$ cat src/rtl/riscv_alu_mul_seq_if.sv
// Core-side request/response bundle for the iterative multiply sequencer.
interface riscv_alu_mul_seq_if #(
  parameter int unsigned XLEN = 64
);
  logic            start_i;
  logic [XLEN-1:0] a_i;
  logic [XLEN-1:0] b_i;
  logic            flush_i;
  logic            ready_o;
  logic            done_o;
  logic [XLEN-1:0] result_o;

  // Issuing side (execute-stage control)
  modport master (
    output start_i, a_i, b_i, flush_i,
    input  ready_o, done_o, result_o
  );

  // Sequencer side
  modport slave (
    input  start_i, a_i, b_i, flush_i,
    output ready_o, done_o, result_o
  );
endinterface

$ cat src/rtl/riscv_alu_mul_seq.sv
// Shift-add multiply sequencer: borrows the shared combinational ALU for one
// add per cycle and returns the low XLEN bits of an unsigned product.
module riscv_alu_mul_seq #(
  parameter int unsigned XLEN  = 64,
  parameter int unsigned CNT_W = 7
) (
  input  logic                clk,
  input  logic                rst_n,
  riscv_alu_mul_seq_if.slave  bus,
  output logic [3:0]          alu_ctl_o,
  output logic [XLEN-1:0]     alu_a_o,
  output logic [XLEN-1:0]     alu_b_o,
  input  logic [XLEN-1:0]     alu_out_i
);

  localparam logic [3:0]       AluAdd  = 4'd2;
  localparam logic [3:0]       AluIdle = 4'd15;
  localparam logic [CNT_W-1:0] CntLast = CNT_W'(XLEN - 1);

  typedef enum logic [1:0] {StIdle, StRun, StDone} state_e;

  state_e            state_q, state_d;
  logic [XLEN-1:0]   acc_q, acc_d;
  logic [XLEN-1:0]   mcand_q, mcand_d;
  logic [XLEN-1:0]   mplier_q, mplier_d;
  logic [CNT_W-1:0]  cnt_q, cnt_d;
  logic [XLEN-1:0]   result_q, result_d;

  // State and datapath registers
  always_ff @(posedge clk or negedge rst_n) begin
    if (!rst_n) begin
      state_q  <= StIdle;
      acc_q    <= '0;
      mcand_q  <= '0;
      mplier_q <= '0;
      cnt_q    <= '0;
      result_q <= '0;
    end else begin
      state_q  <= state_d;
      acc_q    <= acc_d;
      mcand_q  <= mcand_d;
      mplier_q <= mplier_d;
      cnt_q    <= cnt_d;
      result_q <= result_d;
    end
  end

  // Next-state: accept, one partial-product add per RUN cycle, abort on flush
  always_comb begin
    state_d  = state_q;
    acc_d    = acc_q;
    mcand_d  = mcand_q;
    mplier_d = mplier_q;
    cnt_d    = cnt_q;
    result_d = result_q;
    unique case (state_q)
      StIdle: begin
        if (!bus.flush_i && bus.start_i) begin
          mcand_d  = bus.a_i;
          mplier_d = bus.b_i;
          acc_d    = '0;
          cnt_d    = '0;
          // A zero operand needs no iterations
          if (bus.a_i == '0 || bus.b_i == '0) begin
            result_d = '0;
            state_d  = StDone;
          end else begin
            state_d  = StRun;
          end
        end
      end
      StRun: begin
        if (bus.flush_i) begin
          state_d = StIdle;
        end else begin
          acc_d    = alu_out_i;
          mcand_d  = mcand_q << 1;
          mplier_d = mplier_q >> 1;
          cnt_d    = cnt_q + CNT_W'(1);
          // Stop once no multiplier bits remain above the current one
          if ((mplier_q >> 1) == '0 || cnt_q == CntLast) begin
            result_d = alu_out_i;
            state_d  = StDone;
          end
        end
      end
      StDone: begin
        state_d = StIdle;
      end
      default: begin
        state_d = StIdle;
      end
    endcase
  end

  // Outputs decoded from state; ALU held at the idle code outside RUN
  always_comb begin
    bus.ready_o  = (state_q == StIdle);
    bus.done_o   = (state_q == StDone);
    bus.result_o = result_q;
    alu_ctl_o    = AluIdle;
    alu_a_o      = '0;
    alu_b_o      = '0;
    if (state_q == StRun) begin
      alu_ctl_o = AluAdd;
      alu_a_o   = acc_q;
      alu_b_o   = mplier_q[0] ? mcand_q : '0;
    end
  end

endmodule

$ cat src/flat_wrapper.sv
// flat-port wrapper written by rule: the top's interface ports become plain ports
module riscv_alu_mul_seq_flat 
#(
  parameter int unsigned XLEN  = 64,
  parameter int unsigned CNT_W = 7
)
  (clk, rst_n, alu_ctl_o, alu_a_o, alu_b_o, alu_out_i, bus_start_i, bus_a_i, bus_b_i, bus_flush_i, bus_ready_o, bus_done_o, bus_result_o);
  riscv_alu_mul_seq_if #(.XLEN(XLEN)) bus_i ();
  input  logic clk;
  input  logic rst_n;
  output logic [3:0] alu_ctl_o;
  output logic [XLEN-1:0] alu_a_o;
  output logic [XLEN-1:0] alu_b_o;
  input  logic [XLEN-1:0] alu_out_i;
  input wire logic [$bits(bus_i.start_i)-1:0] bus_start_i;
  input wire logic [$bits(bus_i.a_i)-1:0] bus_a_i;
  input wire logic [$bits(bus_i.b_i)-1:0] bus_b_i;
  input wire logic [$bits(bus_i.flush_i)-1:0] bus_flush_i;
  output wire logic [$bits(bus_i.ready_o)-1:0] bus_ready_o;
  output wire logic [$bits(bus_i.done_o)-1:0] bus_done_o;
  output wire logic [$bits(bus_i.result_o)-1:0] bus_result_o;
  assign bus_i.start_i = bus_start_i;
  assign bus_i.a_i = bus_a_i;
  assign bus_i.b_i = bus_b_i;
  assign bus_i.flush_i = bus_flush_i;
  assign bus_ready_o = bus_i.ready_o;
  assign bus_done_o = bus_i.done_o;
  assign bus_result_o = bus_i.result_o;
  riscv_alu_mul_seq #(.XLEN(XLEN), .CNT_W(CNT_W)) u_core (.clk(clk), .rst_n(rst_n), .bus(bus_i), .alu_ctl_o(alu_ctl_o), .alu_a_o(alu_a_o), .alu_b_o(alu_b_o), .alu_out_i(alu_out_i));
endmodule
$ cat config.mk
export PLATFORM = sky130hd
export DESIGN_NAME = riscv_alu_mul_seq_flat
export DESIGN_NICKNAME = d
export VERILOG_FILES = /design/src/rtl/riscv_alu_mul_seq_if.sv /design/src/rtl/riscv_alu_mul_seq.sv /design/src/flat_wrapper.sv
export SDC_FILE = /design/constraint.sdc
export NUM_CORES = 1
export LEC_CHECK = 0
export ABC_CLOCK_PERIOD_IN_PS = 2200
export CORE_ASPECT_RATIO = 1.5
export CORE_UTILIZATION = 47
export DETAILED_ROUTE_END_ITERATION = 6
export GPL_TIMING_DRIVEN = 0
export PLACE_DENSITY = 0.9
export SKIP_LAST_GASP = 1
export SLEW_MARGIN = 20
export SYNTH_ARGS = -nofsm -noshare
export SYNTH_HDL_FRONTEND = slang
export SYNTH_SLANG_ARGS = --single-unit
$ cat constraint.sdc
create_clock -name clk -period 2.2 [get_ports clk]
set_input_delay 0.44 -clock clk [delete_from_list [all_inputs] [get_ports clk]]
set_output_delay 0.44 -clock clk [all_outputs]
set_load 0.02 [all_outputs]
**Register map, names as in the netlist**

The bar under the picture is 50 um long. Other sequential cells in the stronger gray, the rest of the logic in the fainter gray.
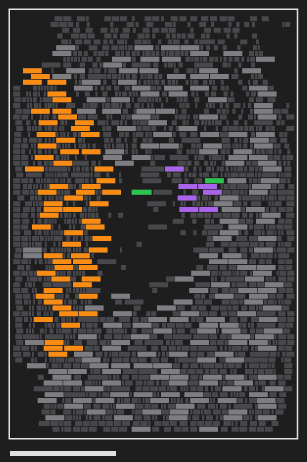
legend:
  orange:
    netlist_name: `u_core.mplier_q`
    placed_flops: 64
  green:
    netlist_name: `u_core.state_q`
    placed_flops: 2
  purple:
    netlist_name: `u_core.cnt_q`
    placed_flops: 7
not colored: 192

**Cell classes on the final placement**

The bar under the picture is 50 um long.
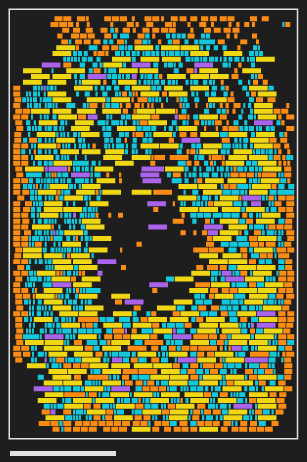
legend:
  cyan:
    class: all other logic
    cells: 961
  orange:
    class: other buffers and delay cells
    cells: 532
  purple:
    class: clock drivers and dummy loads
    cells: 48
  yellow:
    class: flip-flops
    cells: 265

==> power breakdown <==
part / internal (mW) / switching (mW) / total (mW)
registers: 5.42 / 0.478 / 5.90
logic: 1.18 / 1.40 / 2.58
clock network: 2.68 / 1.94 / 4.63
total: 9.28 / 3.83 / 13.1
==> cell families (layout without fill, tap and decap cells) <==
logic type | count (synthesis) | after routing | share of synthesized area
flip-flops | 265 | 265 | 0.533
adder cells (fa/ha/maj) | 1 | 1 | 0.00101
AND/OR/NAND/NOR | 581 | 581 | 0.219
buffers and inverters | 152 | 627 | 0.0525
AND-OR/OR-AND | 243 | 243 | 0.118
other | 1 | 4 | 0.000301
XOR/XNOR | 4 | 4 | 0.00282
multiplexers | 84 | 84 | 0.0731
==> summary.txt <==
Figures from the implementation reports.

- The global-route wire length before repair reads a little under 70 mm.
- The met1 global-route usage is 0.385.
- The final timing report gives a worst setup slack of -304 ps.
- The critical path startpoint is u_core.mplier_q[25].
- The run finished, with violations left.
- Measured on the final layout, buffering overhead outside the clock network stands at 0.265.
- The number of setup violations in the final report reads around 200.
- The slew check shows that the tightest pin keeps a relative margin of 0.603.
- The aggregate routed wire length is 46.5 mm.
- The predominant post-synthesis flop cell is dfrtp_1.
- The share of the Yosys chip area taken by registers is 0.533.
- The pre-antenna-repair detailed-routing pass consisted of 5 iterations.
- The final reports fail on setup timing.
- The area figure in the yosys stat output is approximately 12,000 um2.
- The worst reg2reg path startpoint reads u_core.mplier_q[25].
- The number of warnings the tools reported reads 28.
- The maximum level of the CTS H-tree is 1.
- The final antenna diode count reads 3.
- Among all cell classes, the greatest summed area belongs to registers.
- The critical path required time reads about 2600 ps.
- The HPWL reported at the end of detailed placement reads 32.3 mm.
- The register bit count reported by yosys reads 265.
- TritonCTS built the clock tree.
Power and IR drop assume default switching activity.
